===== src/rtl/fir_coeff_loader_pkg.sv =====
// Shared constants, bank type and FSM encoding for the FIR coefficient loader.
// Latency: n/a (declarations only).
// Backpressure: n/a.
package fir_coeff_loader_pkg;

  localparam int NTAP    = 12;
  localparam int COEFF_W = 16;
  localparam int GAIN_W  = 20;
  localparam int ADDR_W  = 4;

  localparam logic [COEFF_W-1:0] DEFAULT_C0 = 16'h2000;

  typedef logic [COEFF_W-1:0] coeff_t;
  typedef coeff_t [NTAP-1:0]  bank_t;

  // Pass-through filter: unity on tap 0, everything else zero.
  localparam bank_t DEFAULT_BANK = bank_t'({{((NTAP-1)*COEFF_W){1'b0}}, DEFAULT_C0});

  // Gain of the default bank, which is also the gain reported out of reset.
  localparam logic [GAIN_W-1:0] DEFAULT_GAIN =
    {{(GAIN_W-COEFF_W){DEFAULT_C0[COEFF_W-1]}}, DEFAULT_C0};

  typedef enum logic [1:0] {
    ST_IDLE  = 2'd0,
    ST_ARMED = 2'd1,
    ST_SUM   = 2'd2
  } state_t;

  function automatic logic [GAIN_W-1:0] sext_coeff(input coeff_t c);
    return {{(GAIN_W-COEFF_W){c[COEFF_W-1]}}, c};
  endfunction

  function automatic logic addr_ok(input logic [ADDR_W-1:0] a);
    return a < ADDR_W'(NTAP);
  endfunction

endpackage


===== src/rtl/fir_coeff_loader_if.sv =====
// Control-bus bundle: coefficient writes, commit/sync controls, readback.
// Latency: n/a (wires only).
// Backpressure: none; every strobe is taken in the cycle it is presented.
interface fir_coeff_loader_if;
  import fir_coeff_loader_pkg::*;

  logic               wr_en;
  logic [ADDR_W-1:0]  wr_addr;
  logic [COEFF_W-1:0] wr_data;
  logic               load_default;
  logic               commit;
  logic               sync;
  logic [ADDR_W-1:0]  rd_addr;
  logic               rd_bank;
  logic [COEFF_W-1:0] rd_data;
  logic               addr_err;

  modport master (
    output wr_en, wr_addr, wr_data, load_default, commit, sync, rd_addr, rd_bank,
    input  rd_data, addr_err
  );

  modport slave (
    input  wr_en, wr_addr, wr_data, load_default, commit, sync, rd_addr, rd_bank,
    output rd_data, addr_err
  );

endinterface


===== src/rtl/fir_gain_acc.sv =====
// Serial DC-gain accumulator: sums the NTAP active taps one per cycle.
// Latency: NTAP accumulate edges plus one result edge after i_start.
// Backpressure: none; runs while i_en is held, o_done marks the result edge.
module fir_gain_acc
  import fir_coeff_loader_pkg::*;
(
  input  logic              i_clk,
  input  logic              i_rst_n,
  input  logic              i_start,
  input  logic              i_en,
  input  bank_t             i_taps,
  output logic              o_done,
  output logic [GAIN_W-1:0] o_gain_sum,
  output logic              o_gain_vld
);

  logic [ADDR_W-1:0] r_cnt;
  logic [GAIN_W-1:0] r_acc;
  logic              w_cnt_end;

  // Counter past the last tap means the sum is complete.
  always_comb begin
    w_cnt_end = (r_cnt == ADDR_W'(NTAP));
    o_done    = i_en && w_cnt_end;
  end

  // Accumulate one sign-extended tap per edge, then publish the total.
  always_ff @(posedge i_clk or negedge i_rst_n) begin
    if (!i_rst_n) begin
      r_cnt      <= '0;
      r_acc      <= '0;
      o_gain_sum <= DEFAULT_GAIN;
      o_gain_vld <= 1'b0;
    end else begin
      o_gain_vld <= 1'b0;
      if (i_start) begin
        r_cnt <= '0;
        r_acc <= '0;
      end else if (i_en) begin
        if (!w_cnt_end) begin
          r_acc <= r_acc + sext_coeff(i_taps[r_cnt]);
          r_cnt <= r_cnt + 1'b1;
        end else begin
          o_gain_sum <= r_acc;
          o_gain_vld <= 1'b1;
        end
      end
    end
  end

endmodule


===== src/rtl/fir_coeff_loader.sv =====
// Shadow/active coefficient banks with sync-aligned atomic commit and DC-gain check.
// Latency: readback and address error 1 cycle; gain ready 13 edges after transfer.
// Backpressure: none; writes always land, commit/sync ignored while busy.
module fir_coeff_loader
  import fir_coeff_loader_pkg::*;
(
  input  logic                i_clk,
  input  logic                i_rst_n,
  fir_coeff_loader_if.slave   io_cfg,
  output logic                o_busy,
  output logic [GAIN_W-1:0]   o_gain_sum,
  output logic                o_gain_vld,
  output logic [COEFF_W-1:0]  o_coeff_0,
  output logic [COEFF_W-1:0]  o_coeff_1,
  output logic [COEFF_W-1:0]  o_coeff_2,
  output logic [COEFF_W-1:0]  o_coeff_3,
  output logic [COEFF_W-1:0]  o_coeff_4,
  output logic [COEFF_W-1:0]  o_coeff_5,
  output logic [COEFF_W-1:0]  o_coeff_6,
  output logic [COEFF_W-1:0]  o_coeff_7,
  output logic [COEFF_W-1:0]  o_coeff_8,
  output logic [COEFF_W-1:0]  o_coeff_9,
  output logic [COEFF_W-1:0]  o_coeff_10,
  output logic [COEFF_W-1:0]  o_coeff_11
);

  state_t             r_state;
  state_t             w_next;
  bank_t              r_shadow;
  bank_t              r_active;
  bank_t              w_rd_bank;
  logic [COEFF_W-1:0] r_rd_data;
  logic               r_addr_err;
  logic               w_transfer;
  logic               w_sum_en;
  logic               w_sum_done;

  // State register.
  always_ff @(posedge i_clk or negedge i_rst_n) begin
    if (!i_rst_n) r_state <= ST_IDLE;
    else          r_state <= w_next;
  end

  // Next state and per-state strobes; sync in IDLE is deliberately dropped.
  always_comb begin
    w_next     = r_state;
    w_transfer = 1'b0;
    w_sum_en   = 1'b0;
    unique case (r_state)
      ST_IDLE: begin
        if (io_cfg.commit) w_next = ST_ARMED;
      end
      ST_ARMED: begin
        if (io_cfg.sync) begin
          w_transfer = 1'b1;
          w_next     = ST_SUM;
        end
      end
      ST_SUM: begin
        w_sum_en = 1'b1;
        if (w_sum_done) w_next = ST_IDLE;
      end
      default: w_next = ST_IDLE;
    endcase
  end

  // Shadow bank: load-default only in IDLE and overrides a same-cycle write.
  always_ff @(posedge i_clk or negedge i_rst_n) begin
    if (!i_rst_n) begin
      r_shadow <= DEFAULT_BANK;
    end else if (io_cfg.load_default && (r_state == ST_IDLE)) begin
      r_shadow <= DEFAULT_BANK;
    end else if (io_cfg.wr_en && addr_ok(io_cfg.wr_addr)) begin
      r_shadow[io_cfg.wr_addr] <= io_cfg.wr_data;
    end
  end

  // Active bank: whole-bank copy on the transfer edge, using pre-edge shadow.
  always_ff @(posedge i_clk or negedge i_rst_n) begin
    if (!i_rst_n)        r_active <= DEFAULT_BANK;
    else if (w_transfer) r_active <= r_shadow;
  end

  // Readback mux and out-of-range write flag, both registered.
  always_comb w_rd_bank = io_cfg.rd_bank ? r_active : r_shadow;

  // Registered readback and address-error pulse.
  always_ff @(posedge i_clk or negedge i_rst_n) begin
    if (!i_rst_n) begin
      r_rd_data  <= '0;
      r_addr_err <= 1'b0;
    end else begin
      r_rd_data  <= addr_ok(io_cfg.rd_addr) ? w_rd_bank[io_cfg.rd_addr] : '0;
      r_addr_err <= io_cfg.wr_en && !addr_ok(io_cfg.wr_addr);
    end
  end

  fir_gain_acc u_gain_acc (
    .i_clk      (i_clk),
    .i_rst_n    (i_rst_n),
    .i_start    (w_transfer),
    .i_en       (w_sum_en),
    .i_taps     (r_active),
    .o_done     (w_sum_done),
    .o_gain_sum (o_gain_sum),
    .o_gain_vld (o_gain_vld)
  );

  assign io_cfg.rd_data  = r_rd_data;
  assign io_cfg.addr_err = r_addr_err;
  assign o_busy          = (r_state != ST_IDLE);

  assign o_coeff_0  = r_active[0];
  assign o_coeff_1  = r_active[1];
  assign o_coeff_2  = r_active[2];
  assign o_coeff_3  = r_active[3];
  assign o_coeff_4  = r_active[4];
  assign o_coeff_5  = r_active[5];
  assign o_coeff_6  = r_active[6];
  assign o_coeff_7  = r_active[7];
  assign o_coeff_8  = r_active[8];
  assign o_coeff_9  = r_active[9];
  assign o_coeff_10 = r_active[10];
  assign o_coeff_11 = r_active[11];

endmodule


===== src/flat_wrapper.sv =====
// flat-port wrapper written by rule: the top's interface ports become plain ports
module fir_coeff_loader_flat import fir_coeff_loader_pkg::*;
  (i_clk, i_rst_n, o_busy, o_gain_sum, o_gain_vld, o_coeff_0, o_coeff_1, o_coeff_2, o_coeff_3, o_coeff_4, o_coeff_5, o_coeff_6, o_coeff_7, o_coeff_8, o_coeff_9, o_coeff_10, o_coeff_11, io_cfg_wr_en, io_cfg_wr_addr, io_cfg_wr_data, io_cfg_load_default, io_cfg_commit, io_cfg_sync, io_cfg_rd_addr, io_cfg_rd_bank, io_cfg_rd_data, io_cfg_addr_err);
  fir_coeff_loader_if io_cfg_i ();
  input  logic i_clk;
  input  logic i_rst_n;
  output logic o_busy;
  output logic [GAIN_W-1:0] o_gain_sum;
  output logic o_gain_vld;
  output logic [COEFF_W-1:0] o_coeff_0;
  output logic [COEFF_W-1:0] o_coeff_1;
  output logic [COEFF_W-1:0] o_coeff_2;
  output logic [COEFF_W-1:0] o_coeff_3;
  output logic [COEFF_W-1:0] o_coeff_4;
  output logic [COEFF_W-1:0] o_coeff_5;
  output logic [COEFF_W-1:0] o_coeff_6;
  output logic [COEFF_W-1:0] o_coeff_7;
  output logic [COEFF_W-1:0] o_coeff_8;
  output logic [COEFF_W-1:0] o_coeff_9;
  output logic [COEFF_W-1:0] o_coeff_10;
  output logic [COEFF_W-1:0] o_coeff_11;
  input wire logic [$bits(io_cfg_i.wr_en)-1:0] io_cfg_wr_en;
  input wire logic [$bits(io_cfg_i.wr_addr)-1:0] io_cfg_wr_addr;
  input wire logic [$bits(io_cfg_i.wr_data)-1:0] io_cfg_wr_data;
  input wire logic [$bits(io_cfg_i.load_default)-1:0] io_cfg_load_default;
  input wire logic [$bits(io_cfg_i.commit)-1:0] io_cfg_commit;
  input wire logic [$bits(io_cfg_i.sync)-1:0] io_cfg_sync;
  input wire logic [$bits(io_cfg_i.rd_addr)-1:0] io_cfg_rd_addr;
  input wire logic [$bits(io_cfg_i.rd_bank)-1:0] io_cfg_rd_bank;
  output wire logic [$bits(io_cfg_i.rd_data)-1:0] io_cfg_rd_data;
  output wire logic [$bits(io_cfg_i.addr_err)-1:0] io_cfg_addr_err;
  assign io_cfg_i.wr_en = io_cfg_wr_en;
  assign io_cfg_i.wr_addr = io_cfg_wr_addr;
  assign io_cfg_i.wr_data = io_cfg_wr_data;
  assign io_cfg_i.load_default = io_cfg_load_default;
  assign io_cfg_i.commit = io_cfg_commit;
  assign io_cfg_i.sync = io_cfg_sync;
  assign io_cfg_i.rd_addr = io_cfg_rd_addr;
  assign io_cfg_i.rd_bank = io_cfg_rd_bank;
  assign io_cfg_rd_data = io_cfg_i.rd_data;
  assign io_cfg_addr_err = io_cfg_i.addr_err;
  fir_coeff_loader u_core (.i_clk(i_clk), .i_rst_n(i_rst_n), .io_cfg(io_cfg_i), .o_busy(o_busy), .o_gain_sum(o_gain_sum), .o_gain_vld(o_gain_vld), .o_coeff_0(o_coeff_0), .o_coeff_1(o_coeff_1), .o_coeff_2(o_coeff_2), .o_coeff_3(o_coeff_3), .o_coeff_4(o_coeff_4), .o_coeff_5(o_coeff_5), .o_coeff_6(o_coeff_6), .o_coeff_7(o_coeff_7), .o_coeff_8(o_coeff_8), .o_coeff_9(o_coeff_9), .o_coeff_10(o_coeff_10), .o_coeff_11(o_coeff_11));
endmodule

===== config.mk =====
export PLATFORM = sky130hd
export DESIGN_NAME = fir_coeff_loader_flat
export DESIGN_NICKNAME = d
export VERILOG_FILES = /design/src/rtl/fir_coeff_loader_pkg.sv /design/src/rtl/fir_coeff_loader_if.sv /design/src/rtl/fir_gain_acc.sv /design/src/rtl/fir_coeff_loader.sv /design/src/flat_wrapper.sv
export SDC_FILE = /design/constraint.sdc
export NUM_CORES = 1
export LEC_CHECK = 0
export ABC_AREA = 1
export CAP_MARGIN = 0
export CORE_MARGIN = 2
export CORE_UTILIZATION = 51
export CTS_CLUSTER_DIAMETER = 200
export DETAILED_ROUTE_END_ITERATION = 10
export MAX_ROUTING_LAYER = met4
export PLACE_DENSITY = 0.76
export SLEW_MARGIN = 20
export SYNTH_ARGS = -nofsm -noshare
export SYNTH_HDL_FRONTEND = slang
export SYNTH_HIERARCHICAL = 1
export SYNTH_SLANG_ARGS = --single-unit

===== constraint.sdc =====
create_clock -name i_clk -period 2.5 [get_ports i_clk]
set_input_delay 0.25 -clock i_clk [delete_from_list [all_inputs] [get_ports i_clk]]
set_output_delay 0.25 -clock i_clk [all_outputs]
set_load 0.05 [all_outputs]

Run 1, a small window of the routed layout:
Window x 88 to 128, y 131 to 171 µm. Cells in gray, sequential cells in the stronger gray; small squares are vias.
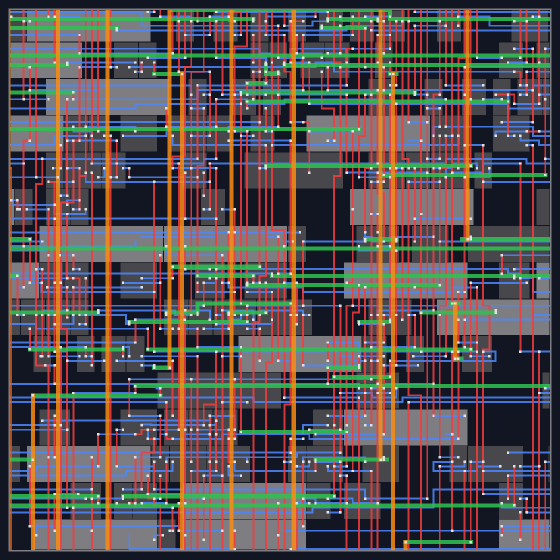
- green: metal 3
- blue: metal 1
- orange: metal 4
- red: metal 2
- netlist names of flops here include: u_core/r_shadow (5), u_core/o_coeff_6 (4), u_core/o_coeff_5 (3)
- cells with their middle in the window: 115
- most frequent: nand2_1 (19), o21ai_0 (17), dfrtp_1 (15)
- sequential cells in the window: 15

Run 1, routing congestion:
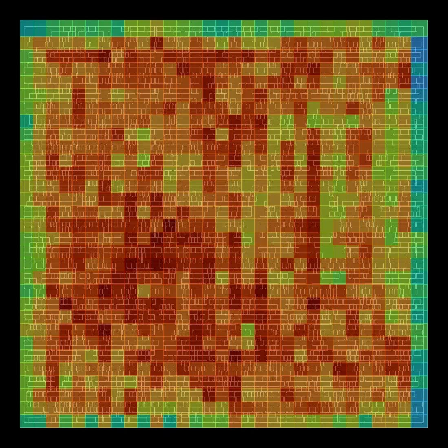
post-layout util: 0.694
met3 usage: 0.122
GRT Overall Usage: 0.438
met2 usage: 0.604

Run 1, met2 routing:
(1 px per µm)
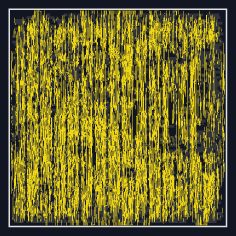
- longest straight run: 89.2 µm
- main direction: vertical
- nets with wire on the layer: 2865
Vias: 24.3k
total length of routed wires: 101000 µm

==> Slide: Implementation Results, run 1 <==
Flow Results at a Glance

Clock tree
  – Clk latency late pin: between 600 and 700 ps
  – H-Tree Depth: 2
  – TritonCTS clock tree: yes

Cells and area
  – Filler cells: between 3k and 4k
  – Non-clock inverters: about 260
  – Share of post-route cells with drive strength above 1: 0.183
  – Largest cell class by area: registers
  – Comb area: ~0.010 mm²

Power
  – Logic gate share of total power: 0.579
  – Clock Power: between 7 and 8 mW

Global routing
  – Initial antenna violation count: 1
  – First-pass GRT wire length: approximately 150000 µm

Status
  – Status: finished, violations left
  – Failing checks: setup timing

Logic synthesis
  – Net Count, Synth: around 2.9k
  – Area share, top type: 0.487
  – Leading area contributor after synthesis: dfrtp_1
  – Post-synth regs: 448
  – Cell area leaders: dfrtp_1, nand2_1, o21ai_0
  – # Cells Yosys: around 2.9k

Setup path
  – Top delay family on crit path: AND-OR/OR-AND gates
  – Worst-case reg-to-reg path depth: 15
  – Peak fanout along the critical path: 9

Timing
  – Final setup violation count: 18
  – Final WS setup: -395 ps

Job
  – Tool warning count: 36

Route
  – DRC: 0

Floorplan
  – Tap Count: ~600
run 1: per-stage QoR:
step           instances  setup slack, ps  hold slack [ps]
3_5_place_dp        3897             -526              142
2_1_floorplan       2885            -41.4            -45.6
6_report            4006             -395             99.7
4_1_cts             3991             -323             96.6
3_3_place_gp        3897             -485              138
5_1_grt             4000             -499              126
run 1: repair_timing:
item	4_1_cts	5_1_grt
hold buffers	1	0
setup endpoints to repair	18	21
gates cloned	1	3
buffers inserted	3	6
endpoints found under the hold margin	275	0
pin swaps	19	29
resized	79	74
run 1: worst register-to-register path: cells and delay by family (launching register included):
kind / cells / cell delay, ps
AND-OR/OR-AND: 5 / 930
AND/OR/NAND/NOR: 7 / 760
flip-flops: 1 / 500
buffers and inverters: 2 / 320
adder cells (fa/ha/maj): 1 / 280
## Run 2: what changed since run 1
Settings changed: SLEW_MARGIN 20 to not set.
Run 2, met2 routing:
(1 px per µm)
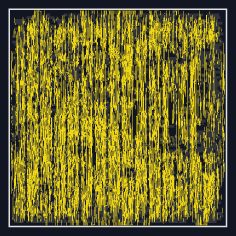
- wire length on this layer: 42.2 mm
- main direction: vertical
- longest straight run: 89.2 µm
- nets with wire on the layer: 2865

Run 2, a small window of the routed layout:
Window x 88 to 128, y 131 to 171 µm. Cells in gray, sequential cells in the stronger gray; small squares are vias.
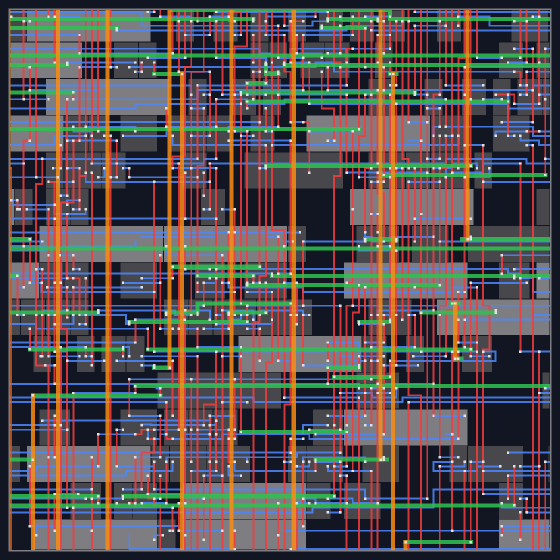
- orange: metal 4
- blue: metal 1
- green: metal 3
- red: metal 2
- sequential cells in the window: 15
- netlist names of flops here include: u_core/r_shadow (5), u_core/o_coeff_6 (4), u_core/o_coeff_5 (3)
- cells with their middle in the window: 115
- most frequent: nand2_1 (19), o21ai_0 (17), dfrtp_1 (15)

==> run 2 against run 1 <==
Net effect:
- the flow still finishes with violations (setup timing)
- core utilization unchanged
- power unchanged
- synthesized area unchanged
- wire length unchanged
- worst hold slack unchanged
- count of clock-buffer cells in the layout unchanged
- critical endpoint unchanged
- largest cell class unchanged
==> Slide: Implementation Results, run 2 <==
Flow Results at a Glance

Logic synthesis
  – Post-synth regs: 448 (unchanged)
  – Leading area contributor after synthesis: dfrtp_1
  – # Cells Yosys: 2885 (unchanged)
  – Area share, top type: 0.487 (unchanged)
  – Net Count, Synth: 2938 (unchanged)

Global routing
  – First-pass GRT wire length: 147000 µm (unchanged)
  – Met2 usage: 0.604 (unchanged)
  – Initial antenna violation count: 1 (unchanged)
  – GRT Overall Usage: 0.438 (unchanged)
  – Met3 usage: 0.122 (unchanged)

Setup path
  – Worst-case reg-to-reg path depth: 15 (unchanged)
  – Peak fanout along the critical path: 9 (unchanged)

Cells and area
  – Share of post-route cells with drive strength above 1: 0.183 (unchanged)
  – Filler cells: 3552 (unchanged)
  – Comb area: 0.0102 mm² (unchanged)
  – Non-clock inverters: 255 (unchanged)
  – Post-layout util: 0.694 (unchanged)

Status
  – Status: finished, violations left
  – Failing checks: setup timing

Clock tree
  – Clk latency late pin: 620 ps (about the same)
  – H-Tree Depth: 2 (unchanged)
  – TritonCTS clock tree: yes

Timing
  – Hold slack: 99.7 ps (unchanged)
  – Final setup violation count: 18 (unchanged)
  – Final WS setup: -395 ps (unchanged)

Route
  – DRC: 0 (unchanged)
  – Vias: 24.3k (unchanged)
  – Total length of routed wires: 101000 µm (unchanged)

Job
  – Tool warning count: 36 (unchanged)

Floorplan
  – Tap Count: 592 (unchanged)
==> run 2: logic make-up (layout without fill, tap and decap cells) <==
logic type,count (synthesis),in the layout,share of synthesized area
compound gates,704,704,0.178
xor+xnor,1,1,0.000383
fa+ha+maj,22,22,0.0124
buf+inv,450,972,0.0859
flops,448,448,0.491
mux,18,18,0.00887
other cells,0,7,0
simple gates,1242,1242,0.224
==> run 2: power breakdown <==
group | switching, mW | internal [mW]
clock network | 3.23 | 4.59
registers | 1.94 | 9.04
logic | 16.2 | 9.69
total | 21.3 | 23.3
==> run 2: timing repair <==
item | in CTS | in global routing
pin swaps | 19 | 29
endpoints found under the hold margin | 275 | 0
endpoints found under the setup margin | 18 | 21
gates cloned | 1 | 3
resized | 79 | 74
buffers inserted | 3 | 6
hold buffers | 1 | 0
Power figures rest on the tool's default switching activity, not on a simulated workload.
